<file path="config.mk">
export PLATFORM = sky130hd
export DESIGN_NAME = updown_mod_counter
export DESIGN_NICKNAME = d
export VERILOG_FILES = /design/src/rtl/counter_pkg.sv /design/src/rtl/counter_next_val.sv /design/src/rtl/updown_mod_counter.sv
export SDC_FILE = /design/constraint.sdc
export NUM_CORES = 1
export LEC_CHECK = 0
export ABC_AREA = 1
export CORE_MARGIN = 10
export CORE_UTILIZATION = 56
export DETAILED_ROUTE_END_ITERATION = 12
export PLACE_DENSITY = 0.9
export SETUP_SLACK_MARGIN = 0.5
export SYNTH_ARGS = -nofsm -noshare
export SYNTH_HDL_FRONTEND = slang
export SYNTH_SLANG_ARGS = --single-unit
</file>
<file path="constraint.sdc">
create_clock -name CLK -period 3.2 [get_ports CLK]
set_clock_uncertainty 0.15 [all_clocks]
set_input_delay 0.8 -clock CLK [delete_from_list [all_inputs] [get_ports CLK]]
set_output_delay 0.8 -clock CLK [all_outputs]
set_load 0.01 [all_outputs]
</file>
<file path="src/rtl/counter_pkg.sv">
// Shared types for the up/down modulo counter: saturation FSM states and mode encodings.
package counter_pkg;

  typedef enum logic [1:0] {
    RUN    = 2'd0,
    SAT_HI = 2'd1,
    SAT_LO = 2'd2
  } cnt_state_e;

  localparam logic MODE_WRAP = 1'b0;
  localparam logic MODE_SAT  = 1'b1;

endpackage

</file>
<file path="src/rtl/counter_next_val.sv">
// Combinational next-count / next-state / pulse calculation for updown_mod_counter.
module counter_next_val
  import counter_pkg::*;
#(
  parameter int WIDTH   = 8,
  parameter int MAX_VAL = 2**WIDTH-1
) (
  input  logic [WIDTH-1:0] count,
  input  cnt_state_e       state,
  input  logic             enable,
  input  logic             load,
  input  logic             up_dn,
  input  logic             mode,
  input  logic [WIDTH-1:0] data_in,
  output logic [WIDTH-1:0] count_next,
  output cnt_state_e       state_next,
  output logic             carry,
  output logic             borrow,
  output logic             load_err
);

  localparam logic [WIDTH-1:0] MAX_V = WIDTH'(MAX_VAL);
  localparam logic [WIDTH-1:0] ZERO  = '0;
  localparam logic [WIDTH-1:0] ONE   = WIDTH'(1);

  cnt_state_e eff_state;

  always_comb begin
    count_next = count;
    state_next = state;
    carry      = 1'b0;
    borrow     = 1'b0;
    load_err   = 1'b0;
    eff_state  = state;

    if (load) begin
      if (data_in > MAX_V) begin
        count_next = MAX_V;
        load_err   = 1'b1;
      end else begin
        count_next = data_in;
      end
      if (mode == MODE_SAT && count_next == MAX_V)
        state_next = SAT_HI;
      else if (mode == MODE_SAT && count_next == ZERO)
        state_next = SAT_LO;
      else
        state_next = RUN;
    end else if (enable) begin
      // Wrap mode never sits in a saturated state: fall straight back to RUN rules.
      eff_state  = (mode == MODE_WRAP) ? RUN : state;
      state_next = eff_state;
      case (eff_state)
        SAT_HI: begin
          if (!up_dn) begin
            count_next = count - ONE;
            state_next = RUN;
          end
        end
        SAT_LO: begin
          if (up_dn) begin
            count_next = count + ONE;
            state_next = RUN;
          end
        end
        default: begin
          state_next = RUN;
          if (up_dn) begin
            if (count == MAX_V) begin
              carry = 1'b1;
              if (mode == MODE_WRAP) count_next = ZERO;
              else                   state_next = SAT_HI;
            end else begin
              count_next = count + ONE;
            end
          end else begin
            if (count == ZERO) begin
              borrow = 1'b1;
              if (mode == MODE_WRAP) count_next = MAX_V;
              else                   state_next = SAT_LO;
            end else begin
              count_next = count - ONE;
            end
          end
        end
      endcase
    end
  end

endmodule

</file>
<file path="src/rtl/updown_mod_counter.sv">
// Up/down modulo-(MAX_VAL+1) counter with wrap/saturate modes, carry/borrow and load-range pulses.
// Optional registered compare output (Cmp_val/Match) when COUNTER_MATCH_EN is defined.
module updown_mod_counter
  import counter_pkg::*;
#(
  parameter int WIDTH   = 8,
  parameter int MAX_VAL = 2**WIDTH-1
) (
  input  logic             CLK,
  input  logic             reset,
  input  logic             Enable,
  input  logic             Load,
  input  logic             Up_dn,
  input  logic             Mode,
  input  logic [WIDTH-1:0] Data_in,
`ifdef COUNTER_MATCH_EN
  input  logic [WIDTH-1:0] Cmp_val,
  output logic             Match,
`endif
  output logic [WIDTH-1:0] Count,
  output logic             C_out,
  output logic             B_out,
  output logic             Load_err,
  output logic             Tc
);

  localparam logic [WIDTH-1:0] MAX_V = WIDTH'(MAX_VAL);

  logic [WIDTH-1:0] count_reg, count_next;
  cnt_state_e       state_reg, state_next;
  logic             c_reg, b_reg, err_reg;
  logic             c_next, b_next, err_next;

  counter_next_val #(
    .WIDTH   (WIDTH),
    .MAX_VAL (MAX_VAL)
  ) u_next_val (
    .count      (count_reg),
    .state      (state_reg),
    .enable     (Enable),
    .load       (Load),
    .up_dn      (Up_dn),
    .mode       (Mode),
    .data_in    (Data_in),
    .count_next (count_next),
    .state_next (state_next),
    .carry      (c_next),
    .borrow     (b_next),
    .load_err   (err_next)
  );

  always_ff @(posedge CLK or posedge reset) begin
    if (reset) begin
      count_reg <= '0;
      state_reg <= RUN;
      c_reg     <= 1'b0;
      b_reg     <= 1'b0;
      err_reg   <= 1'b0;
    end else begin
      count_reg <= count_next;
      state_reg <= state_next;
      c_reg     <= c_next;
      b_reg     <= b_next;
      err_reg   <= err_next;
    end
  end

`ifdef COUNTER_MATCH_EN
  // Only a counting step can raise Match; loads and saturated holds leave the count unchanged or are excluded.
  logic match_reg;
  logic step_next;
  assign step_next = Enable && !Load && (count_next != count_reg);

  always_ff @(posedge CLK or posedge reset) begin
    if (reset) match_reg <= 1'b0;
    else       match_reg <= step_next && (count_next == Cmp_val);
  end

  assign Match = match_reg;
`endif

  assign Count    = count_reg;
  assign C_out    = c_reg;
  assign B_out    = b_reg;
  assign Load_err = err_reg;
  assign Tc       = (Up_dn && count_reg == MAX_V) || (!Up_dn && count_reg == '0);

endmodule
</file>
**Run 1: congestion heat map**

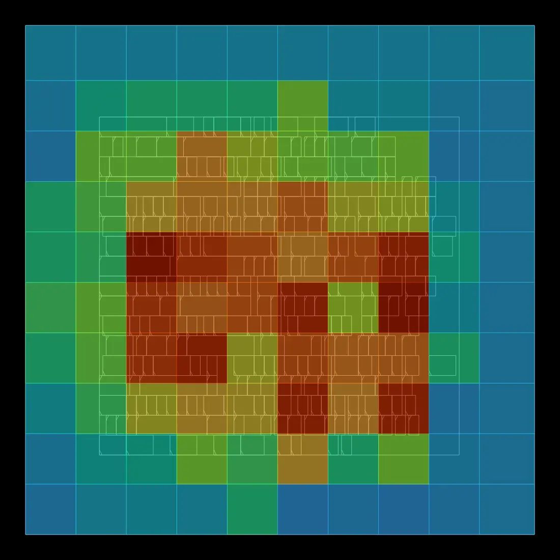
met3 Usage GRT: 1.85%
gr usage total: 16.5%
GRT met1 Usage: 19.7%
final core occ: 77.4%
routed len/inst: 14.0 µm

**Run 1: M3 wires**

Scale: 4 px per µm.
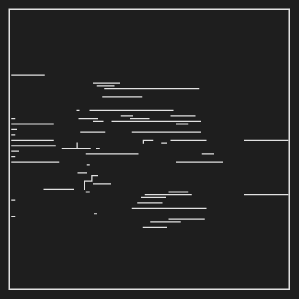
share of all routed wire: 8.3%
nets with wire on the layer: 44
main direction: horizontal

==> flow_summary.yaml, run 1 <==
# physical design summary
run_status:
  status: "finished clean"
yosys:
  synth_cells: 240
  yosysTopAreaCell: "nand2_1"
  async_flop_share_pct: 100
  ys.flop_type: "dfrtp_1"
  top_area_share_pct: 25.6
  synth.most_common_cell: "nand2_1"
  syn_area_per_cell_um2: 5.75
  area_leaders: "nand2_1 26%, dfrtp_1 22%, nand3_1 12%"
  yosysUniqueCellTypes: 28
  ys_area_um2: 1380
  edf_count: 0
  yosys.stat.seqShare_pct: 21.8
  syn_area_um2: 1380
  ys_ff: 12
  ys_cells: 240
  fp_nets: 259
  ys_warn_count: 0
  common_cells: "94 x nand2_1, 34 x nand3_1, 26 x nor2_1, 18 x inv_1, 12 x dfrtp_1"
clocking:
  cts-root-buf: "clkbuf_4"
  cts-buffers-inserted: 3
  insertion_delay_ns: 0.27
  cts.sinks: 12
  cts-htree-levels: 1
  clkTransAtPathRegs_ns: 0.08
  cts_hold_buffers: 0
  tritoncts: "built"
  cts_buffer_depth: 2
worst_setup_path:
  start_kind: "flip-flop"
  regToRegStartpoint: "Count[1]"
  cp-end-kind: "output pin"
  path_class: "flip-flop to output pin"
  critPathMaxFanout: 4
  crit_path_start: "Count[0]"
  required_ns: 2.25
  cp.arrival_ns: 1.66
final_layout:
  largest_register_ffs: 8
  nets: 295
  fill_cells: 167
  drive_gt1_share_pct: 13.5
  antenna_cells: 0
  syn2layout_area_growth_pct: 27.6
place:
  dp.cells: 293
  dp_hpwl_um: 3240
  gp_congestion: 0.953
  port_buffers: 24
  post-place-ws_ns: 0.154
final_timing:
  fmax_ghz: 0.384
  rsz0062_at_grt: "false"
  final.setup.tns_ns: 0
  tightest_slew_ns: 0.514
  setup_viol: 0
  fin_crit_sh_pct: 81.5
  report.final.slew_viol_count: 0
  finalWorstSetupSlack_ns: 0.593
  min_period_ns: 2.61
  hold_viol_final: 0
  timing.slew.headroom_pct: 65.7
pwr:
  peakVddDrop_mv: 0.374
  powerDensity_nw_per_um2: 386
  p_leak_nw: 0.900
floorplanning:
  fp_util_pct: 60.6
  die_area_um2: 4850
  ioPinCount: 26
  die_y_um: 69.6
  core_area_um2: 2280
  die_w_um: 69.6
  fp-row-count: 17
drt:
  remaining_drc_errors: 0
  vias_per_cell: 5.64
  ant_nets: 0
  wl_met2_um: 2050
  route.vias.total: 1710
  dr.pass1.iters: 4
  drtIter0Drc: 178
  drt_wl_total_um: 4230
  wl_met1_um: 1780
  wl_met3_um: 350
  highest_layer: "met4"
run:
  openroad.warnings: 29
  cap_violations: 0
hold_path:
  min_path_type: "flip-flop to flip-flop"
  min_from: "state_reg[0]"
global_routing:
  grt_remaining_overflow: 0
  grt_pass1_vias: 1579
  grt_pass1_wl_um: 6990
  antenna_found_initial: 0
  grt_start_max_net_pins: 17
**Run 1: selected gate families**

Scale: 6 px per µm.
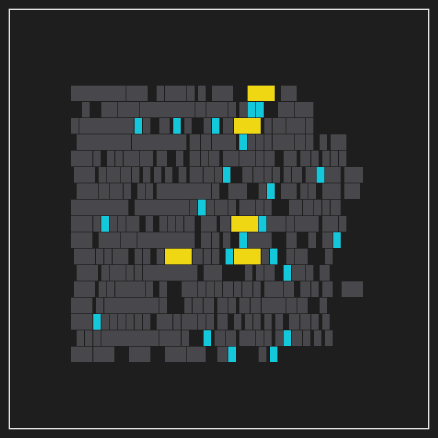
| color | family | cells |
|---|---|---|
| cyan | inverters | 22 |
| yellow | adder and majority cells | 5 |
most used logic cell in the final layout: nand2_1
Non-Filler Instances: 303
Comb area share: 53.7%

**Run 1: the metal 2 layer**

Scale: 4 px per µm. Cells faint in the background.
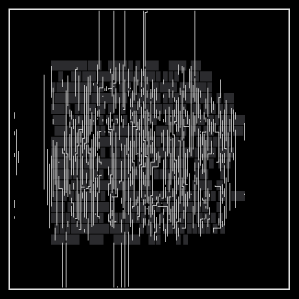
wire length on this layer: 2050 µm
main direction: vertical

## run 1: worst max-delay path, cell delays in order (launching register included)
cell	delay [ns]
dfrtp_2	0.44
inv_1	0.12
ha_1	0.16
nand3_1	0.12
nor2_4	0.13
nor2_1	0.07
nor2_1	0.08
dlygate4sd2_1	0.27
## run 1: layer usage
metal,vias up,global-route usage (%)
met4,0,8.04
met5,-,0
met2,92,28.3
met1,778,19.7
met3,8,1.85
li1,832,-
## run 1: cells in the final DEF (no fill, tap or decap), drive strengths merged
cell type,Yosys,final
nand2,95,95
nand3,35,35
nor2,31,31
clkdlybuf4s50,0,22
inv,21,21
buf,7,16
dfrtp,12,12
o21ai,6,6
xor2,5,5
ha,5,5
a21oi,5,5
nand4,4,4
nor3,4,4
clkbuf,2,4
or2,2,2
nor4,2,2
dlygate4sd2,0,2
nand3b,1,1
clkinv,1,1
o22ai,1,1
conb,1,1
## run 1: cell type report
class	count	area (µm²)	area share (%)
tap	28	35.0	1.99
clock buffer	4	36.3	2.06
inverter	22	82.6	4.69
multi-input combinational	197	945	53.7
sequential	12	304	17.3
timing repair buffer	40	358	20.3
## run 1: report_power, final
part / total [mW] / switching (mW) / internal, mW
Sequential: 0.211 / 0.0393 / 0.172
Combinational: 0.346 / 0.197 / 0.149
Clock: 0.122 / 0.0526 / 0.0692
Total: 0.679 / 0.289 / 0.390
## run 1: metrics by stage
stage	area [µm²]	util (%)	hold WS, ns	total power [mW]
2_1_floorplan	1380	-	0.299	0.416
3_3_place_gp	1660	73.1	0.328	0.522
3_5_place_dp	1660	73.1	0.353	0.532
4_1_cts	1720	75.6	0.374	0.658
5_1_grt	1760	77.4	0.395	0.726
6_report	1760	77.4	0.372	0.679
## run 1: cell families after synthesis
kind of cell,count (synthesis),synth area share [%]
AND/OR/NAND/NOR,174,54.8
flip-flops,12,21.8
adder cells (fa/ha/maj),5,4.53
other,1,0.272
AND-OR/OR-AND,12,4.71
buffers and inverters,31,10.8
XOR/XNOR,5,3.17
## run 1: worst paths after layout
check                               end  slack (ns)  cells past startpoint
setup / recovery                     Tc        0.59                      7
hold / removal             state_reg[0]        0.37                      2
setup reg to reg               Count[3]        1.31                     10
hold reg to reg            state_reg[0]        0.37                      2
max in group asynchronous      Count[0]        1.89                      2
min in group asynchronous      Count[3]        0.67                      2
## run 1: timing repair
item | in CTS | in global routing
endpoints found under the hold margin | 0 | 0
pin swaps | 0 | 1
endpoints found under the setup margin | 1 | 1
setup buffers | 2 | 4
resized | 5 | 3
--- run 2 (diff from run 1) ---
--- a/config.mk
+++ b/config.mk
@@ -7,9 +7,9 @@
 export LEC_CHECK = 0
 export ABC_AREA = 1
 export CORE_MARGIN = 10
-export CORE_UTILIZATION = 56
+export CORE_UTILIZATION = 52
 export DETAILED_ROUTE_END_ITERATION = 12
-export PLACE_DENSITY = 0.9
+export PLACE_DENSITY = 0.85
 export SETUP_SLACK_MARGIN = 0.5
 export SYNTH_ARGS = -nofsm -noshare
 export SYNTH_HDL_FRONTEND = slang
==> constraint.sdc (replaced) <==
create_clock -name CLK -period 2.4 [get_ports CLK]
set_clock_uncertainty 0.15 [all_clocks]
set_input_delay 0.6 -clock CLK [delete_from_list [all_inputs] [get_ports CLK]]
set_output_delay 0.6 -clock CLK [all_outputs]
set_load 0.01 [all_outputs]
==> run 2 against run 1 <==
  * Worst setup slack got worse by 0.33 ns
  * Critical path depth decreased by 1
  * Synthesized cell count unchanged
  * Combinational power increased by 68%
  * Worst hold slack improved by 0.015 ns
  * Via count increased by 8.2%
  * Die size increased by 5.5%
==> flow_summary.yaml, run 2 <==
# physical design summary
yosys:
  top_area_share_pct: 25.6
  fp_nets: 259
  ys_area_um2: 1380
  ys_ff: 12
  yosysUniqueCellTypes: 28
  synth.most_common_cell: "nand2_1"
  edf_count: 0
  ys.flop_type: "dfrtp_1"
  common_cells: "94 x nand2_1, 34 x nand3_1, 26 x nor2_1, 18 x inv_1, 12 x dfrtp_1"
  syn_area_per_cell_um2: 5.75
  ys_cells: 240
place:
  dp_hpwl_um: 3550
  placed_area_um2: 1870
  port_buffers: 24
drt:
  drt_wl_total_um: 5030
  ant_nets: 0
  route.vias.total: 1851
  post_drt_wl_per_cell_um: 15.4
final_layout:
  lay_top_cells: "88 x nand2_1, 32 x nand3_1, 32 x buf_4, 20 x nor2_1, 15 x inv_1"
  stdcell_area_um2: 2070
global_routing:
  grtUsageTotal_pct: 18.2
  grt_start_max_net_pins: 16
  grt_pass1_wl_um: 7830
worst_setup_path:
  cp_cell_sequence: "ha_4, nand2_2, nor2_4, a21oi_2, nor2_2, buf_2"
  critPathMaxFanout: 3
  cp.arrival_ns: 1.38
  start_kind: "flip-flop"
  required_ns: 1.65
  regToRegStartpoint: "Count[1]"
  rr_worst_depth: 12
  crit_path_start: "Count[0]"
  critPathSlowestCell: "dfrtp_2"
final_timing:
  rsz0062_at_grt: "true"
  fmax_ghz: 0.469
  whs_ns: 0.387
  setup_viol: 0
floorplanning:
  ioPinCount: 26
clocking:
  cts-root-buf: "clkbuf_4"
  cts_hold_buffers: 0
pwr:
  powerDensity_nw_per_um2: 495
  p_leak_nw: 1.03
  peakVddDrop_mv: 0.582
run:
  cap_violations: 0
run_status:
  status: "finished clean"
-- run 2: netlist changes by cell type in the layout (fill, tap and decap cells not counted), moves of 4 or more --
cell	before	now
dfrtp_2	3	7
nand2_2	0	6
ha_4	0	4
nand2_1	94	88
buf_4	16	32
clkbuf_2	0	4
buf_6	0	4
clkdlybuf4s50_1	22	12
dfrtp_1	9	5
ha_1	5	1
nor2_2	2	7
nor2_1	26	20
-- run 2: worst min-delay path by stage --
stage / slack, ns / endpoint / depth (start not counted) / from
floorplan: 0.31 / B_out / 1 / reset
global placement: 0.36 / state_reg[0] / 2 / state_reg[0]
detailed placement: 0.36 / state_reg[0] / 2 / state_reg[0]
CTS: 0.38 / state_reg[0] / 2 / state_reg[0]
global route: 0.41 / state_reg[0] / 2 / state_reg[0]
finish: 0.39 / state_reg[0] / 2 / state_reg[0]
-- run 2: repair_timing --
action                                  CTS  global route
pin swaps                                 7             7
buffers inserted                          6             3
cloned                                    0             1
gates resized                            38            23
endpoints found under the setup margin   22            15
-- run 2: where the power goes --
group	switching (mW)	internal, mW	leakage [nW]
Clock	0.0711	0.0923	0.0210
Combinational	0.331	0.250	0.862
Sequential	0.0467	0.232	0.144
-- run 2: routing by layer --
metal | up-vias | part of all wire [%] | global-route usage (%)
met4 | 0 | 3.7 | 7.10
met3 | 20 | 8.2 | 1.93
li1 | 881 | - | -
met5 | - | 0 | 0
met1 | 839 | 42 | 24.7
met2 | 111 | 46 | 28.6
-- run 2: final cells by class --
class	count	area (µm²)
multi-input combinational	198	1100
timing repair buffer	60	492
fill	160	433
sequential	12	309
inverter	22	90.1
tap	30	37.5
clock buffer	4	36.3
-- run 2: worst min-delay path: cells and delay by family, from the launching register on --
kind	cells	cell delay, ns
and+or+nand+nor	2	0.13
DFF	1	0.38
-- run 2: cell families after synthesis --
group,after synthesis,share of synthesized area [%]
buffers and inverters,31,10.8
AND-OR/OR-AND,12,4.71
flip-flops,12,21.8
other,1,0.272
AND/OR/NAND/NOR,174,54.8
adder cells (fa/ha/maj),5,4.53
XOR/XNOR,5,3.17
-- run 2: stage by stage --
step                setup WS (ns)  cells  util [%]
global placement           -0.197    312      74.7
CTS                         0.252    322      79.4
global route                0.208    326      82.7
finish                      0.267    326      82.7
floorplan                   0.429    240         -
detailed placement         -0.248    312      74.7
**Run 2: congestion heat map**

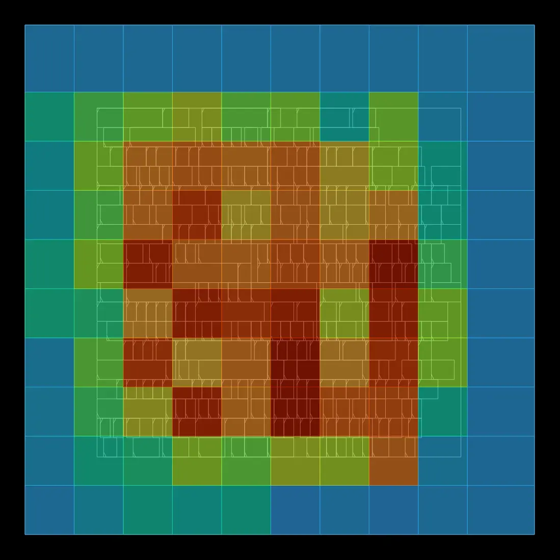
GR peak layer: met2
final core occ: 82.7%
GR Util met2: 28.6%
met3 Usage GRT: 1.93%
GRT met1 Usage: 24.7%

**Run 2: selected gate families**

Scale: 6 px per µm.
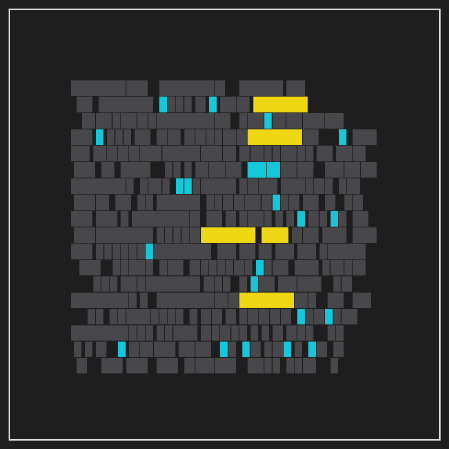
| color | family | cells |
|---|---|---|
| cyan | inverters | 22 |
| yellow | adder and majority cells | 5 |
Non-Filler Instances: 326
Comb area share: 53.3%

Power figures rest on the tool's default switching activity, not on a simulated workload.
